<file path="src/rtl/mem_stage.sv">
// Memory-access stage: turns the EX/MEM memory op into a req/ack bus transaction and fills MEM/WB.
// Optional build macro MEM_MISALIGN_TRAP_EN traps misaligned half/word accesses instead of issuing them.
module mem_stage (
   input  logic        i_clk,
   input  logic        i_rst,
   input  logic        i_clk_en,
   input  logic [4:0]  i_rd_m,
   input  logic [31:0] i_alu_out_m,
   input  logic [31:0] i_haz_b_m,
   input  logic [31:0] i_pc_p4_m,
   input  logic [31:0] i_old_csr_m,
   input  logic        i_reg_wr_m,
   input  logic [1:0]  i_result_src_m,
   input  logic        i_mem_write_m,
   input  logic [2:0]  i_f3_m,
   input  logic        i_store_byte_m,
   input  logic        i_store_half_m,
   output logic        o_dbus_req,
   output logic        o_dbus_we,
   output logic [31:0] o_dbus_addr,
   output logic [3:0]  o_dbus_be,
   output logic [31:0] o_dbus_wdata,
   input  logic        i_dbus_ack,
   input  logic [31:0] i_dbus_rdata,
   output logic        o_stall_m,
   output logic [4:0]  o_rd_w,
   output logic        o_reg_wr_w,
   output logic [31:0] o_result_w,
   output logic [3:0]  o_exception_code_w
);

   typedef enum logic [1:0] {
      ST_IDLE = 2'd0,
      ST_BUS  = 2'd1,
      ST_DONE = 2'd2
   } state_t;

   state_t      state_q;
   logic [31:0] rdata_q;

   logic        is_load_s;
   logic        is_store_s;
   logic        mem_op_s;
   logic        misalign_s;
   logic        mem_go_s;
   logic [3:0]  be_s;
   logic [31:0] wdata_s;
   logic [7:0]  ld_byte_s;
   logic [15:0] ld_half_s;
   logic [31:0] load_val_s;
   logic [31:0] result_s;

   assign is_load_s  = (i_result_src_m == 2'b01);
   assign is_store_s = i_mem_write_m;
   assign mem_op_s   = is_load_s | is_store_s;

`ifdef MEM_MISALIGN_TRAP_EN
   logic half_acc_s;
   logic word_acc_s;

   // Classify access size; unlisted load f3 codes behave as word loads.
   always_comb begin
      half_acc_s = 1'b0;
      word_acc_s = 1'b0;
      if (is_store_s) begin
         half_acc_s = ~i_store_byte_m & i_store_half_m;
         word_acc_s = ~i_store_byte_m & ~i_store_half_m;
      end else begin
         half_acc_s = (i_f3_m == 3'b001) | (i_f3_m == 3'b101);
         word_acc_s = ~half_acc_s & (i_f3_m != 3'b000) & (i_f3_m != 3'b100);
      end
   end

   assign misalign_s = mem_op_s & ((half_acc_s & i_alu_out_m[0]) |
                                   (word_acc_s & (i_alu_out_m[1:0] != 2'b00)));
`else
   assign misalign_s = 1'b0;
`endif

   assign mem_go_s  = mem_op_s & ~misalign_s;
   assign o_stall_m = mem_go_s & (state_q != ST_DONE);

   // Store lane alignment: byte enables and replicated write data.
   always_comb begin
      be_s    = 4'b1111;
      wdata_s = i_haz_b_m;
      if (is_store_s) begin
         if (i_store_byte_m) begin
            be_s    = 4'b0001 << i_alu_out_m[1:0];
            wdata_s = {4{i_haz_b_m[7:0]}};
         end else if (i_store_half_m) begin
            be_s    = i_alu_out_m[1] ? 4'b1100 : 4'b0011;
            wdata_s = {2{i_haz_b_m[15:0]}};
         end else begin
            be_s    = 4'b1111;
            wdata_s = i_haz_b_m;
         end
      end else begin
         be_s    = 4'b1111;
         wdata_s = i_haz_b_m;
      end
   end

   // Load extraction from the captured bus word.
   always_comb begin
      case (i_alu_out_m[1:0])
         2'b00:   ld_byte_s = rdata_q[7:0];
         2'b01:   ld_byte_s = rdata_q[15:8];
         2'b10:   ld_byte_s = rdata_q[23:16];
         2'b11:   ld_byte_s = rdata_q[31:24];
         default: ld_byte_s = rdata_q[7:0];
      endcase
      ld_half_s = i_alu_out_m[1] ? rdata_q[31:16] : rdata_q[15:0];
      case (i_f3_m)
         3'b000:  load_val_s = {{24{ld_byte_s[7]}}, ld_byte_s};
         3'b001:  load_val_s = {{16{ld_half_s[15]}}, ld_half_s};
         3'b100:  load_val_s = {24'd0, ld_byte_s};
         3'b101:  load_val_s = {16'd0, ld_half_s};
         default: load_val_s = rdata_q;
      endcase
   end

   // Write-back result select.
   always_comb begin
      case (i_result_src_m)
         2'b00:   result_s = i_alu_out_m;
         2'b01:   result_s = load_val_s;
         2'b10:   result_s = i_pc_p4_m;
         2'b11:   result_s = i_old_csr_m;
         default: result_s = i_alu_out_m;
      endcase
   end

   // Bus FSM with registered bus outputs; ack in BUS is taken even while the pipeline is frozen.
   always_ff @(posedge i_clk) begin
      if (i_rst) begin
         state_q      <= ST_IDLE;
         rdata_q      <= 32'd0;
         o_dbus_req   <= 1'b0;
         o_dbus_we    <= 1'b0;
         o_dbus_addr  <= 32'd0;
         o_dbus_be    <= 4'd0;
         o_dbus_wdata <= 32'd0;
      end else begin
         case (state_q)
            ST_IDLE: begin
               if (i_clk_en && mem_go_s) begin
                  o_dbus_req   <= 1'b1;
                  o_dbus_we    <= is_store_s;
                  o_dbus_addr  <= {i_alu_out_m[31:2], 2'b00};
                  o_dbus_be    <= be_s;
                  o_dbus_wdata <= wdata_s;
                  state_q      <= ST_BUS;
               end
            end
            ST_BUS: begin
               if (i_dbus_ack) begin
                  rdata_q    <= i_dbus_rdata;
                  o_dbus_req <= 1'b0;
                  state_q    <= ST_DONE;
               end
            end
            ST_DONE: begin
               if (i_clk_en) begin
                  state_q <= ST_IDLE;
               end
            end
            default: begin
               o_dbus_req <= 1'b0;
               state_q    <= ST_IDLE;
            end
         endcase
      end
   end

   // MEM/WB boundary register: bubble while stalled, trap record on a misaligned access.
   always_ff @(posedge i_clk) begin
      if (i_rst) begin
         o_rd_w             <= 5'd0;
         o_reg_wr_w         <= 1'b0;
         o_result_w         <= 32'd0;
         o_exception_code_w <= 4'b1111;
      end else if (i_clk_en) begin
         if (o_stall_m) begin
            o_rd_w             <= 5'd0;
            o_reg_wr_w         <= 1'b0;
            o_result_w         <= 32'd0;
            o_exception_code_w <= 4'b1111;
         end else if (misalign_s) begin
            o_rd_w             <= i_rd_m;
            o_reg_wr_w         <= 1'b0;
            o_result_w         <= i_alu_out_m;
            o_exception_code_w <= is_store_s ? 4'd6 : 4'd4;
         end else begin
            o_rd_w             <= i_rd_m;
            o_reg_wr_w         <= i_reg_wr_m;
            o_result_w         <= result_s;
            o_exception_code_w <= 4'b1111;
         end
      end
   end

endmodule
</file>
<file path="config.mk">
export PLATFORM = sky130hd
export DESIGN_NAME = mem_stage
export DESIGN_NICKNAME = d
export VERILOG_FILES = /design/src/rtl/mem_stage.sv
export SDC_FILE = /design/constraint.sdc
export NUM_CORES = 1
export LEC_CHECK = 0
export ABC_AREA = 0
export CELL_PAD_IN_SITES_DETAIL_PLACEMENT = 1
export CELL_PAD_IN_SITES_GLOBAL_PLACEMENT = 1
export CORE_MARGIN = 2
export CORE_UTILIZATION = 30
export DETAILED_ROUTE_END_ITERATION = 16
export PLACE_DENSITY = 0.84
export SLEW_MARGIN = 20
export SYNTH_ARGS = -nofsm -noshare
export SYNTH_HDL_FRONTEND = slang
export SYNTH_SLANG_ARGS = --single-unit
</file>
<file path="constraint.sdc">
create_clock -name i_clk -period 2.35 [get_ports i_clk]
set_clock_uncertainty 0.05 [all_clocks]
set_input_delay 0.47 -clock i_clk [delete_from_list [all_inputs] [get_ports i_clk]]
set_output_delay 0.47 -clock i_clk [all_outputs]
set_load 0.05 [all_outputs]
</file>
==> impl_metrics.py, run 1 <==
# Metrics from the implementation run
metrics = {
    "global_routing": {
        "grt_use_met2_pct": 46.61,
        "antenna_found_initial": 0,
        "grt_overflow_total": 0,
        "top_usage_layer": "met2",
        "use_met1_pct": 26.45,
        "grt_usage_pct": 24.92,
        "grt_start_max_net_pins": 47,
        "grt_pass1_wl_um": 46330,
        "first_global_vias": 8347,
        "grt_use_met3_pct": 7.394,
    },
    "placement": {
        "hpwlAfterDp_um": 23780,
        "place_area_mm2": 0.01042,
        "portBuffers": 284,
        "globalplace.congestion": 0.9313,
    },
    "finish": {
        "drive_above_1_share_pct": 11.05,
        "nFillCells": 2686,
        "regArea_mm2": 0.002803,
        "area_delta_synth_final_pct": 58.13,
        "nNetsFinal": 1341,
        "insertedDiodeCount": 0,
        "logic_area_mm2": 0.003759,
    },
    "yosys": {
        "compound_area_share_pct": 24.68,
        "ys_sh_xor_pct": 0,
        "mux_area_share_pct": 5.396,
        "yosysTopAreaCell": "dfxtp_1",
        "ys_async_sr_fraction_pct": 0,
        "netlist-cell-type-count": 58,
        "area_leaders": "dfxtp_1 40%, nand2_1 9.5%, a21oi_1 6.9%, mux2i_1 3.9%, nand2b_1 3.0%",
        "ys_seq_share_pct": 40.29,
        "simple_gate_share_pct": 23.38,
        "synthCells": 864,
        "synth_area_mm2": 0.006957,
        "synth_top_flop_cell": "dfxtp_1",
        "yosys_warnings": 0,
        "synth_flops": 140,
        "edf_count": 0,
        "synth_chip_area_mm2": 0.006957,
        "logic_family": "AND-OR/OR-AND gates",
        "ys_cells": 864,
        "adder_share_pct": 0,
        "syn_avg_cell_area_um2": 8.052,
        "top_area_share_pct": 40.29,
    },
    "sta": {
        "period_used_pct": 97.14,
        "drv_slew": 0,
        "rsz0062_at_grt": "no",
        "slew-limit-headroom_pct": 43.62,
        "setup_viol": 0,
        "fin_setup_tns_ps": 0,
        "finalHoldViolations": 0,
        "fmax_ghz": 0.4380,
        "period_needed_ps": 2283,
        "worst_slew_pin_slew_ps": 839.4,
        "whs_ps": 340.0,
    },
    "clock_tree": {
        "htree_levels": 4,
        "hold_buffers": 0,
        "cts_tree": "done",
        "post-cts-setup-buffers": 0,
        "path_clk_slew_ps": 60,
        "clockRootBuffer": "clkbuf_16",
        "cts.path.max_buffers": 2,
        "cts.repair.resized": 0,
    },
    "detailed_routing": {
        "avgRoutedWirePerCell_um": 20.92,
        "vias_per_cell": 5.292,
        "drtAntennaViolNets": 0,
        "first_pass_iters": 4,
        "drc": 0,
        "drt_iter0_drc": 394,
        "wl_um": 30560,
        "num_vias": 7732,
    },
    "worst_setup_path": {
        "reg2reg_slack_ps": 430,
        "worstPathRequired_ps": 1830,
        "worst-setup-path-type": "input pin to output pin",
        "crit_path_end_kind": "output pin",
        "worstReg2RegEnd": "o_result_w[17]",
        "r2r_start": "rdata_q[31]",
        "r2r_cells": 4,
        "cp_max_fo": 6,
        "cp.arrival_ps": 1760,
        "worstSetupStartpointType": "input pin",
    },
    "power": {
        "ir_worst_vdd_mv": 0.4192,
        "p_leak_nw": 4.117,
        "powerDensity_mw_per_mm2": 642.6,
    },
    "job": {
        "maxCapViolations": 0,
        "tool_warnings": 26,
    },
    "worst_hold_path": {
        "holdPathStages": 2,
        "min_from": "i_rst",
        "whs_endpoint": "rdata_q[22]",
        "hp-class": "input pin to flop",
    },
    "floorplan": {
        "fp_util_pct": 30.63,
        "rows": 55,
        "chipArea_mm2": 0.02442,
        "die_h_um": 156.3,
        "die_x_um": 156.3,
        "ios": 291,
        "coreArea_mm2": 0.02271,
    },
    "outcome": {
        "status": "finished, final reports clean",
    },
}
-- run 1: how the worst max path moves through the flow --
stage                      startpoint              to  slack (ps)  cells past startpoint
global placement             i_clk_en  o_result_w[30]        -180                      5
floorplan           i_result_src_m[1]       o_stall_m         350                      5
detailed placement  i_result_src_m[0]  o_result_w[17]        -190                      5
finish              i_result_src_m[0]       o_stall_m          70                      5
global route        i_result_src_m[0]       o_stall_m          40                      5
CTS                 i_result_src_m[0]       o_stall_m          60                      5
-- run 1: worst max-delay path, stage by stage --
cell and delay, ps:
clkdlybuf4s50_1 490, nor2b_4 180, o22ai_1 310, inv_1 140
buf_12 170
-- run 1: cell usage in the layout, fill, tap and decap left out, types with 5 or more instances in the layout --
cell	count
a2bb2oi_1	20
nor2b_1	18
a21oi_1	96
o2bb2ai_1	7
nand2_1	176
a311oi_1	9
a22o_1	9
a31oi_1	5
nor3_1	25
a221o_1	17
conb_1	6
mux2_2	6
o211ai_1	6
mux2i_1	27
inv_1	11
nor2_1	47
a221oi_1	15
nand3_1	21
clkbuf_16	17
or3_1	5
buf_4	70
nand2b_1	33
clkdlybuf4s50_1	281
clkinvlp_4	5
buf_12	6
o21ai_0	15
dfxtp_1	140
a211oi_1	14
-- run 1: through the flow --
stage | total power [mW] | util, % | std cells | worst slack [ps]
floorplan | 3.562 | - | 868 | 353.5
detailed placement | 4.406 | 45.87 | 1429 | -191.9
global placement | 4.373 | 45.87 | 1429 | -175.8
global route | 7.336 | 48.44 | 1461 | 35.85
CTS | 7.129 | 48.42 | 1461 | 58.53
finish | 7.069 | 48.44 | 1461 | 67.13
-- run 1: layout make-up --
class	count	share of cell area [%]
clock buffers	20	3.970
clock inverters	12	1.285
inverters	11	0.3753
multi-input cells	635	34.17
flip-flops and latches	140	25.48
well taps	285	3.242
repair buffers	358	31.48
-- run 1: per-layer routing --
| metal | up-vias | part of all wire (%) |
|---|---|---|
| li1 | 3671 | - |
| met4 | 0 | 2.9 |
| met5 | - | 0 |
| met1 | 3724 | 38 |
| met2 | 285 | 52 |
| met3 | 52 | 7.3 |
-- run 1: state kept, by name, indices dropped and copies added, names as in the netlist --
| name | flops |
|---|---|
| o_dbus_we | 1 |
| o_dbus_wdata | 32 |
| o_rd_w | 5 |
| state_q | 2 |
| o_dbus_addr | 30 |
| o_dbus_be | 4 |
| o_result_w | 32 |
| o_dbus_req | 1 |
| o_reg_wr_w | 1 |
| rdata_q | 32 |
-- run 1: power breakdown --
part	internal [mW]	switching (mW)	total [mW]
Sequential	2.50	0.0874	2.59
Clock	1.57	1.13	2.71
Combinational	0.762	1.01	1.77
Total	4.84	2.23	7.07
-- run 1: synthesized netlist by cell type, types with 6 or more instances --
library cell,count
nand2b_1,33
buf_4,8
a211oi_1,14
a2bb2oi_1,20
o21ai_0,15
mux2i_1,27
inv_1,11
nor3_1,25
clkbuf_1,32
buf_2,26
dfxtp_1,140
a311oi_1,9
mux2_2,6
nand2_1,176
o2bb2ai_1,7
buf_1,13
nand3_1,21
nor2b_1,18
o211ai_1,6
a221oi_1,15
a21oi_1,96
a221o_1,17
a22o_1,9
nor2_1,47
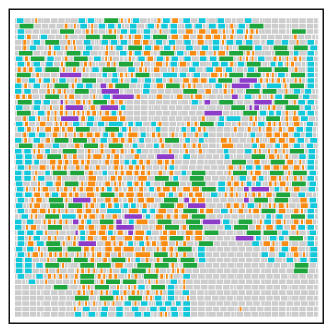
Fig. 1. Cells coloured by class (run 1).
(2 px per um) Fill, decap, tap and diode cells in grey.
- purple: clock drivers and dummy loads (cells 32; share of their area 5.4%)
- orange: combinational and other logic (cells 646; share of their area 36%)
- cyan: other buffers and delay cells (cells 358; share of their area 33%)
- green: flops (cells 140; share of their area 26%)
Final Cell Area: 0.01100 mm^2
flop share of the area: 25.48%
Core Util, Final: 48.44%

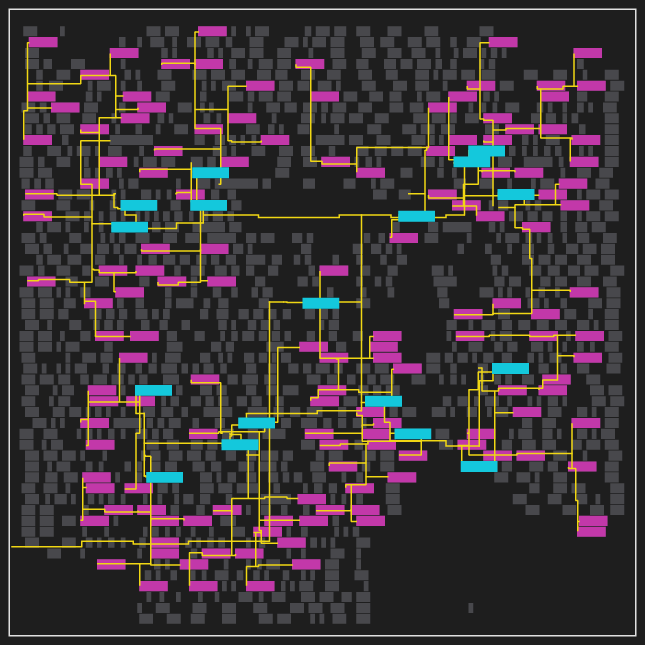
Fig. 2. Clock network drawn from the DEF (run 1).
(4 px per um)
- yellow: clock wires (length 2130 um)
- magenta: flip-flops (count 140)
- cyan: clock drivers (count 17)
- flops lie: all over the die
- routed clock nets: 18

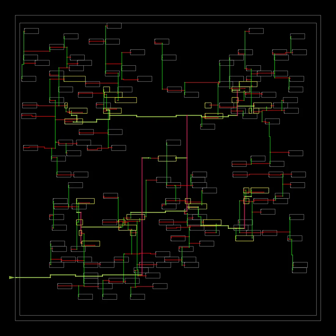
Fig. 3. Clock nets (run 1).
worst skew pair latency: 420 ps
Clk power: 2.71 mW
TritonCTS Buffers: 17
clock tree sinks: 140
clock buf count: 20

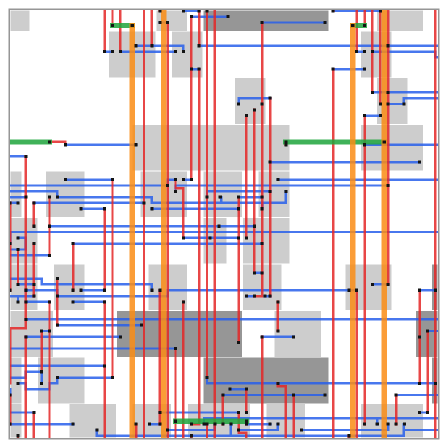
Fig. 4. Close-up of the layout (run 1).
Region (66, 66) to (91, 91) um. Cells in grey, sequential cells in the stronger grey; small squares are vias.
- blue: metal 1
- orange: metal 4
- red: metal 2
- green: metal 3
- netlist names of flops here include: o_result_w (1), state_q (1)
- sequential cells in the window: 2
- cells with their middle in the window: 30
- most frequent: buf_4 (6), nand2b_1 (4), nor3_1 (3)

Fig. 5: run 1, placement density heat map
(2 px per um) 16 x 16 tiles, from black (low) to pale yellow (high), 0 to 100% covered.
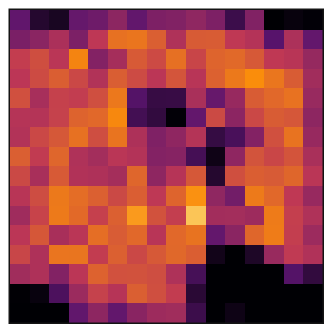

==> run 2, diff against run 1 <==
--- a/config.mk
+++ b/config.mk
@@ -10,8 +10,9 @@
 export CELL_PAD_IN_SITES_GLOBAL_PLACEMENT = 1
 export CORE_MARGIN = 2
 export CORE_UTILIZATION = 30
+export CTS_CLUSTER_DIAMETER = 150
 export DETAILED_ROUTE_END_ITERATION = 16
-export PLACE_DENSITY = 0.84
+export PLACE_DENSITY_LB_ADDON = 0.25
 export SLEW_MARGIN = 20
 export SYNTH_ARGS = -nofsm -noshare
 export SYNTH_HDL_FRONTEND = slang
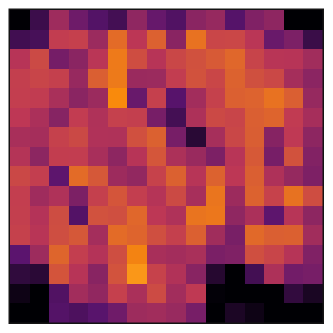
Fig. 6. Placement density heat map (run 2).
(2 px per um) 16 x 16 tiles, from black (low) to pale yellow (high), 0 to 100% covered.
- fullest tile: 77%
- nearly empty tiles: 5.9%
- mean over tiles: 43%
- tiles over 75% full: 0.40%
- emptiest ninth of the die: bottom right
Core Region: 0.02271 mm^2
Init Core Util: 30.63%

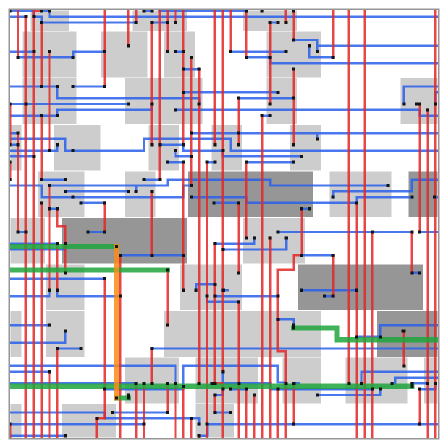
Fig. 7. Close-up of the layout (run 2).
Region (66, 66) to (91, 91) um. Cells in grey, sequential cells in the stronger grey; small squares are vias.
- green: metal 3
- blue: metal 1
- orange: metal 4
- red: metal 2
- cells with their middle in the window: 30
- netlist names of flops here include: o_result_w (2), state_q (1)
- sequential cells in the window: 3
- most frequent: a221o_1 (5), nor3_1 (5)

==> impl_metrics.py, run 2 <==
# Metrics from the implementation run
metrics = {
    "yosys": {
        "ys_top_cells_by_count": "176 x nand2_1, 140 x dfxtp_1, 96 x a21oi_1, 47 x nor2_1, 33 x nand2b_1",
        "ys_sh_xor_pct": 0,
        "logic_family": "AND-OR/OR-AND gates",
        "ys_seq_share_pct": 40.29,
        "netlist-cell-type-count": 58,
        "compound_area_share_pct": 24.68,
        "synth_top_flop_cell": "dfxtp_1",
        "syn_avg_cell_area_um2": 8.052,
        "adder_share_pct": 0,
        "ys_async_sr_fraction_pct": 0,
        "area_leaders": "dfxtp_1 40%, nand2_1 9.5%, a21oi_1 6.9%, mux2i_1 3.9%, nand2b_1 3.0%",
        "synth_flops": 140,
        "yosysTopAreaCell": "dfxtp_1",
        "synth_area_mm2": 0.006957,
        "yosys_warnings": 0,
        "edf_count": 0,
        "simple_gate_share_pct": 23.38,
        "ys_cells": 864,
        "mux_area_share_pct": 5.396,
    },
    "worst_setup_path": {
        "critical_path.max_stage_delay_ps": 850,
        "worstSetupStartpointType": "flop",
        "path_buffers": 1,
        "cp.arrival_ps": 1670,
        "cp_max_fo": 2,
        "slowest_stage": "clkdlybuf4s50_1",
        "crit_path_end_kind": "output pin",
        "worst-setup-path-type": "flop to output pin",
        "worstPathRequired_ps": 1830,
    },
    "sta": {
        "setup_viol": 0,
        "period_used_pct": 93.32,
        "finalHoldViolations": 0,
        "whs_ps": 332.0,
        "rsz0062_at_grt": "no",
        "fmax_ghz": 0.4560,
        "drv_slew": 0,
        "slew-limit-headroom_pct": 41.59,
    },
    "finish": {
        "layout_top_cell": "clkdlybuf4s50_1",
        "fin_area_mm2": 0.01089,
        "logic_area_mm2": 0.003754,
        "nFillCells": 2657,
        "fin_cells": 1438,
        "lay_top_cells": "281 x clkdlybuf4s50_1, 176 x nand2_1, 140 x dfxtp_1, 96 x a21oi_1, 47 x nor2_1",
        "nNetsFinal": 1320,
        "insertedDiodeCount": 0,
    },
    "power": {
        "comb_power_share_pct": 24.5,
        "p_leak_nw": 4.047,
        "powerDensity_mw_per_mm2": 650.9,
        "power.share.clock_pct": 39.0,
        "pwr-share-seq_pct": 36.5,
        "ir_worst_vdd_mv": 0.4358,
        "swShare_pct": 30.69,
        "power.internal_mw": 4.912,
    },
    "outcome": {
        "status": "finished, final reports clean",
    },
    "clock_tree": {
        "cts.path.max_buffers": 2,
        "cts_sinks": 140,
        "post-cts-setup-buffers": 0,
        "cts_tree": "done",
        "numCtsBuffers": 17,
        "clockRootBuffer": "clkbuf_16",
        "hold_buffers": 0,
        "path_clk_slew_ps": 60,
        "htree_levels": 4,
        "cts.repair.resized": 0,
    },
    "detailed_routing": {
        "drtAntennaViolNets": 0,
        "first_pass_iters": 4,
        "drt_iter0_drc": 393,
        "drc": 0,
        "vias_per_cell": 5.211,
        "wl_um": 30210,
        "num_vias": 7493,
    },
    "global_routing": {
        "grt_usage_pct": 24.47,
        "grt_start_max_net_pins": 63,
        "first_global_vias": 7816,
        "grt_pass1_wl_um": 44900,
        "grt_overflow_total": 0,
        "antenna_found_initial": 0,
    },
    "floorplan": {
        "rows": 55,
        "ios": 291,
        "die_x_um": 156.3,
        "die_h_um": 156.3,
    },
    "job": {
        "tool_warnings": 26,
    },
    "worst_hold_path": {
        "hp-class": "input pin to flop",
    },
    "placement": {
        "place_ws_ps": -122.3,
        "hpwlAfterDp_um": 23830,
    },
}
run 2: cell counts after synthesis:
Identical to the previous run, type by type.
run 2: stage by stage:
step	power, mW	setup TNS (ps)
6_report	7.087	0
5_1_grt	7.385	0
4_1_cts	7.163	0
3_5_place_dp	4.381	-1888
3_3_place_gp	4.360	-883.9
2_1_floorplan	3.562	0
run 2: path summary, 6_finish.rpt:
check,startpoint,end,slack (ps),cells past startpoint
worst min-delay path,i_rst,rdata_q[5],330,2
worst max register to register,rdata_q[15],o_result_w[21],450,4
worst min register to register,o_dbus_addr[28],o_dbus_addr[28],400,2
worst max-delay path,o_result_w[2],o_result_w[2],160,1
run 2: power by group through the flow:
| stage | sequential, mW | combinational [mW] | clock, mW |
|---|---|---|---|
| 2_1_floorplan | 2.99 | 0.570 | 0 |
| 3_3_place_gp | 2.63 | 1.73 | 0 |
| 3_5_place_dp | 2.64 | 1.74 | 0 |
| 4_1_cts | 2.59 | 1.75 | 2.83 |
| 5_1_grt | 2.60 | 1.85 | 2.94 |
| 6_report | 2.59 | 1.74 | 2.76 |
run 2: kinds of logic after synthesis:
group	after synthesis
compound gates	247
other cells	2
buf+inv	93
flops	140
simple gates	347
mux	35
run 2: metal layers:
layer | global-route usage, % | share of wire, %
met1 | 26.72 | 39
met2 | 45.31 | 53
met3 | 5.539 | 5.7
met4 | 10.35 | 3.0
met5 | 0 | 0
run 2: area by class of cell:
class                           count  area share [%]
Timing Repair Buffer              337           30.70
Inverter                           11          0.3792
Tap cell                          285           3.275
Multi-Input combinational cell    635           34.47
Sequential cell                   140           25.74
Clock buffer                       17           3.907
Clock inverter                     13           1.528
Fig. 8: run 2, clock nets
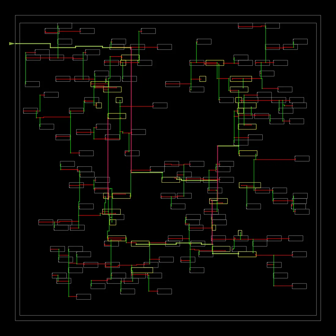

==> run 3, diff against run 2 <==
--- a/config.mk
+++ b/config.mk
@@ -6,13 +6,13 @@
 export NUM_CORES = 1
 export LEC_CHECK = 0
 export ABC_AREA = 0
-export CELL_PAD_IN_SITES_DETAIL_PLACEMENT = 1
-export CELL_PAD_IN_SITES_GLOBAL_PLACEMENT = 1
 export CORE_MARGIN = 2
-export CORE_UTILIZATION = 30
+export CORE_UTILIZATION = 40
+export CTS_BUF_LIST = sky130_fd_sc_hd__clkbuf_4 sky130_fd_sc_hd__clkbuf_8
 export CTS_CLUSTER_DIAMETER = 150
 export DETAILED_ROUTE_END_ITERATION = 16
 export PLACE_DENSITY_LB_ADDON = 0.25
+export SKIP_LAST_GASP = 1
 export SLEW_MARGIN = 20
 export SYNTH_ARGS = -nofsm -noshare
 export SYNTH_HDL_FRONTEND = slang
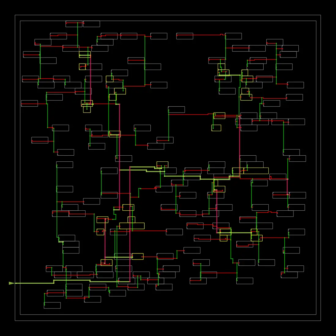
Fig. 9. Clock nets (run 3).
worst skew pair latency: 460 ps
Clk power: 2.04 mW
clock buf count: 18
flop count: 140

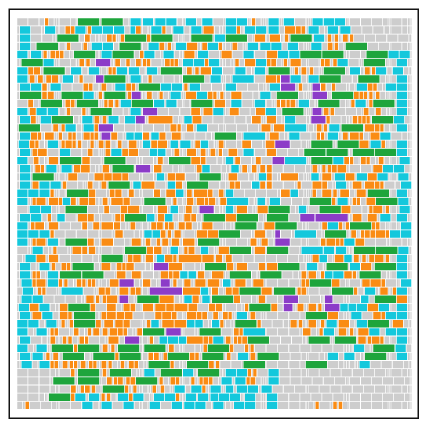
Fig. 10. Cells coloured by class (run 3).
(3 px per um) Fill, decap, tap and diode cells in grey.
- orange: combinational and other logic (cells 646; share of their area 36%)
- cyan: other buffers and delay cells (cells 345; share of their area 33%)
- green: flops (cells 140; share of their area 27%)
- purple: clock drivers and dummy loads (cells 32; share of their area 3.9%)
Final Cell Area: 0.01069 mm^2
Rows: 48
Core Util, Final: 62.21%
flop share of the area: 26.23%
Core Region: 0.01718 mm^2

==> impl_metrics.py, run 3 <==
# Metrics from the implementation run
metrics = {
    "outcome": {
        "status": "finished, final reports clean",
    },
    "global_routing": {
        "grt_pass1_wl_um": 39390,
        "grt_overflow_total": 0,
        "grt_usage_pct": 28.22,
        "first_global_vias": 7225,
        "grt_start_max_net_pins": 75,
        "antenna_found_initial": 0,
    },
    "yosys": {
        "synthCells": 864,
        "ys_top_cells_by_count": "176 x nand2_1, 140 x dfxtp_1, 96 x a21oi_1, 47 x nor2_1, 33 x nand2b_1",
        "synth_chip_area_mm2": 0.006957,
        "syn_avg_cell_area_um2": 8.052,
        "synth_flops": 140,
        "synth_area_mm2": 0.006957,
        "netlist-cell-type-count": 58,
        "ys_seq_share_pct": 40.29,
        "yosys_warnings": 0,
        "top_cell": "nand2_1",
        "area_leaders": "dfxtp_1 40%, nand2_1 9.5%, a21oi_1 6.9%, mux2i_1 3.9%, nand2b_1 3.0%",
        "ys_async_sr_fraction_pct": 0,
        "top_area_share_pct": 40.29,
        "ys_cells": 864,
        "yosysTopAreaCell": "dfxtp_1",
        "edf_count": 0,
        "synth_top_flop_cell": "dfxtp_1",
    },
    "floorplan": {
        "die_x_um": 135.9,
        "ios": 291,
        "fp_util_pct": 40.50,
        "chipArea_mm2": 0.01846,
        "die_h_um": 135.9,
    },
    "worst_setup_path": {
        "cp.arrival_ps": 1710,
        "crit_family": "buffers and inverters",
        "cp_max_fo": 2,
        "worst-path-stages": 1,
        "critPathCapture": "o_result_w[18]",
        "r2r_cells": 4,
        "crit_path_end_kind": "output pin",
        "reg2reg_slack_ps": 490,
        "cp-startpoint": "o_result_w[18]",
        "worstReg2RegEnd": "o_result_w[30]",
        "worst-setup-path-type": "flop to output pin",
        "r2r_start": "rdata_q[15]",
        "path_buffers": 1,
        "critical_path.max_stage_delay_ps": 830,
        "slowest_stage": "clkdlybuf4s50_1",
        "worstPathRequired_ps": 1830,
        "worstSetupStartpointType": "flop",
        "path_cells": "clkdlybuf4s50_1",
    },
    "sta": {
        "drv_slew": 0,
        "fin_setup_tns_ps": 0,
        "period_needed_ps": 2230,
        "whs_ps": 406.4,
        "period_used_pct": 94.90,
        "slew-limit-headroom_pct": 39.07,
        "setup_viol": 0,
        "worst_slew_pin_slew_ps": 913.8,
        "fmax_ghz": 0.4484,
        "finalHoldViolations": 0,
        "rsz0062_at_grt": "no",
    },
    "placement": {
        "place_area_mm2": 0.01028,
        "portBuffers": 284,
        "globalplace.congestion": 0.9564,
        "hpwlAfterDp_um": 20550,
    },
    "finish": {
        "nFillCells": 1580,
        "insertedDiodeCount": 0,
        "layout_top_cell": "clkdlybuf4s50_1",
        "lay_top_cells": "281 x clkdlybuf4s50_1, 176 x nand2_1, 140 x dfxtp_1, 96 x a21oi_1, 54 x buf_4",
        "reg_top3": "o_dbus_wdata (32), o_result_w (32), rdata_q (32)",
        "nNetsFinal": 1328,
        "area_delta_synth_final_pct": 53.60,
        "drive_above_1_share_pct": 10.32,
    },
    "detailed_routing": {
        "drt_iter0_drc": 424,
        "first_pass_iters": 5,
        "avgRoutedWirePerCell_um": 19.26,
        "num_vias": 7548,
        "drtAntennaViolNets": 0,
        "vias_per_cell": 5.438,
        "wl_um": 26730,
        "drc": 0,
    },
    "job": {
        "maxCapViolations": 0,
        "tool_warnings": 26,
    },
    "worst_hold_path": {
        "min_from": "o_dbus_addr[23]",
        "hp-class": "flop to flop",
    },
    "power": {
        "ir_worst_vdd_mv": 0.3578,
        "powerDensity_mw_per_mm2": 594.3,
        "power_mw": 6.351,
        "p_leak_nw": 4.004,
    },
    "clock_tree": {
        "cts.repair.resized": 0,
        "cts_sinks": 140,
        "clockRootBuffer": "clkbuf_8",
        "path_clk_slew_ps": 90,
        "cts.path.max_buffers": 2,
        "numCtsBuffers": 17,
        "post-cts-setup-buffers": 0,
        "hold_buffers": 0,
        "cts_tree": "done",
        "htree_levels": 4,
    },
}
[run 3: worst min path at each step]
stage / end / cells past startpoint
final: o_dbus_addr[23] / 2
after global routing: o_dbus_addr[26] / 2
after CTS: o_dbus_addr[26] / 2
after detailed placement: o_dbus_addr[26] / 2
after global placement: o_dbus_addr[10] / 2
after floorplan: rdata_q[1] / 2
[run 3: cells by family after synthesis]
logic type             share of synthesized area (%)
AOI/OAI and AO/OA                              24.68
buffers and inverters                          6.151
DFF                                            40.29
muxes                                          5.396
other                                         0.1080
and+or+nand+nor                                23.38
[run 3: where the power goes]
| part | internal, mW | switching (mW) | leakage [nW] |
|---|---|---|---|
| Sequential | 2.50 | 0.0864 | 1.14 |
| Clock | 0.981 | 1.06 | 0.200 |
| Combinational | 0.753 | 0.977 | 2.66 |
| Total | 4.23 | 2.12 | 4.00 |
[run 3: metal layers]
layer / share of wire (%) / track usage (%) / vias to the layer above
met2: 50 / 49.35 / 371
met4: 3.8 / 13.19 / 0
met3: 7.7 / 6.227 / 66
met5: 0 / 0 / -
li1: - / - / 3646
met1: 38 / 32.80 / 3465
[run 3: tightest hold or removal path, cell delays in order (launching register included)]
cell	delay [ps]
dfxtp_1	310
nand2_1	50
a21oi_1	50
[run 3: stage by stage]
stage                     worst slack (ps)  cells  util (%)
after floorplan                      353.5    868         -
after global placement              -166.2   1356     59.86
after detailed placement            -191.5   1356     59.86
after CTS                            115.1   1388     62.21
after global routing                 90.34   1388     62.21
final                                119.9   1388     62.21
[run 3: layout make-up]
type / count / area [um^2] / area share (%)
Clock inverter: 14 / 161.4 / 1.511
Inverter: 11 / 41.29 / 0.3864
Timing Repair Buffer: 345 / 3403 / 31.85
Tap cell: 225 / 281.5 / 2.635
Sequential cell: 140 / 2803 / 26.23
Clock buffer: 18 / 241.5 / 2.260
Multi-Input combinational cell: 635 / 3754 / 35.13
Power and IR drop assume default switching activity.
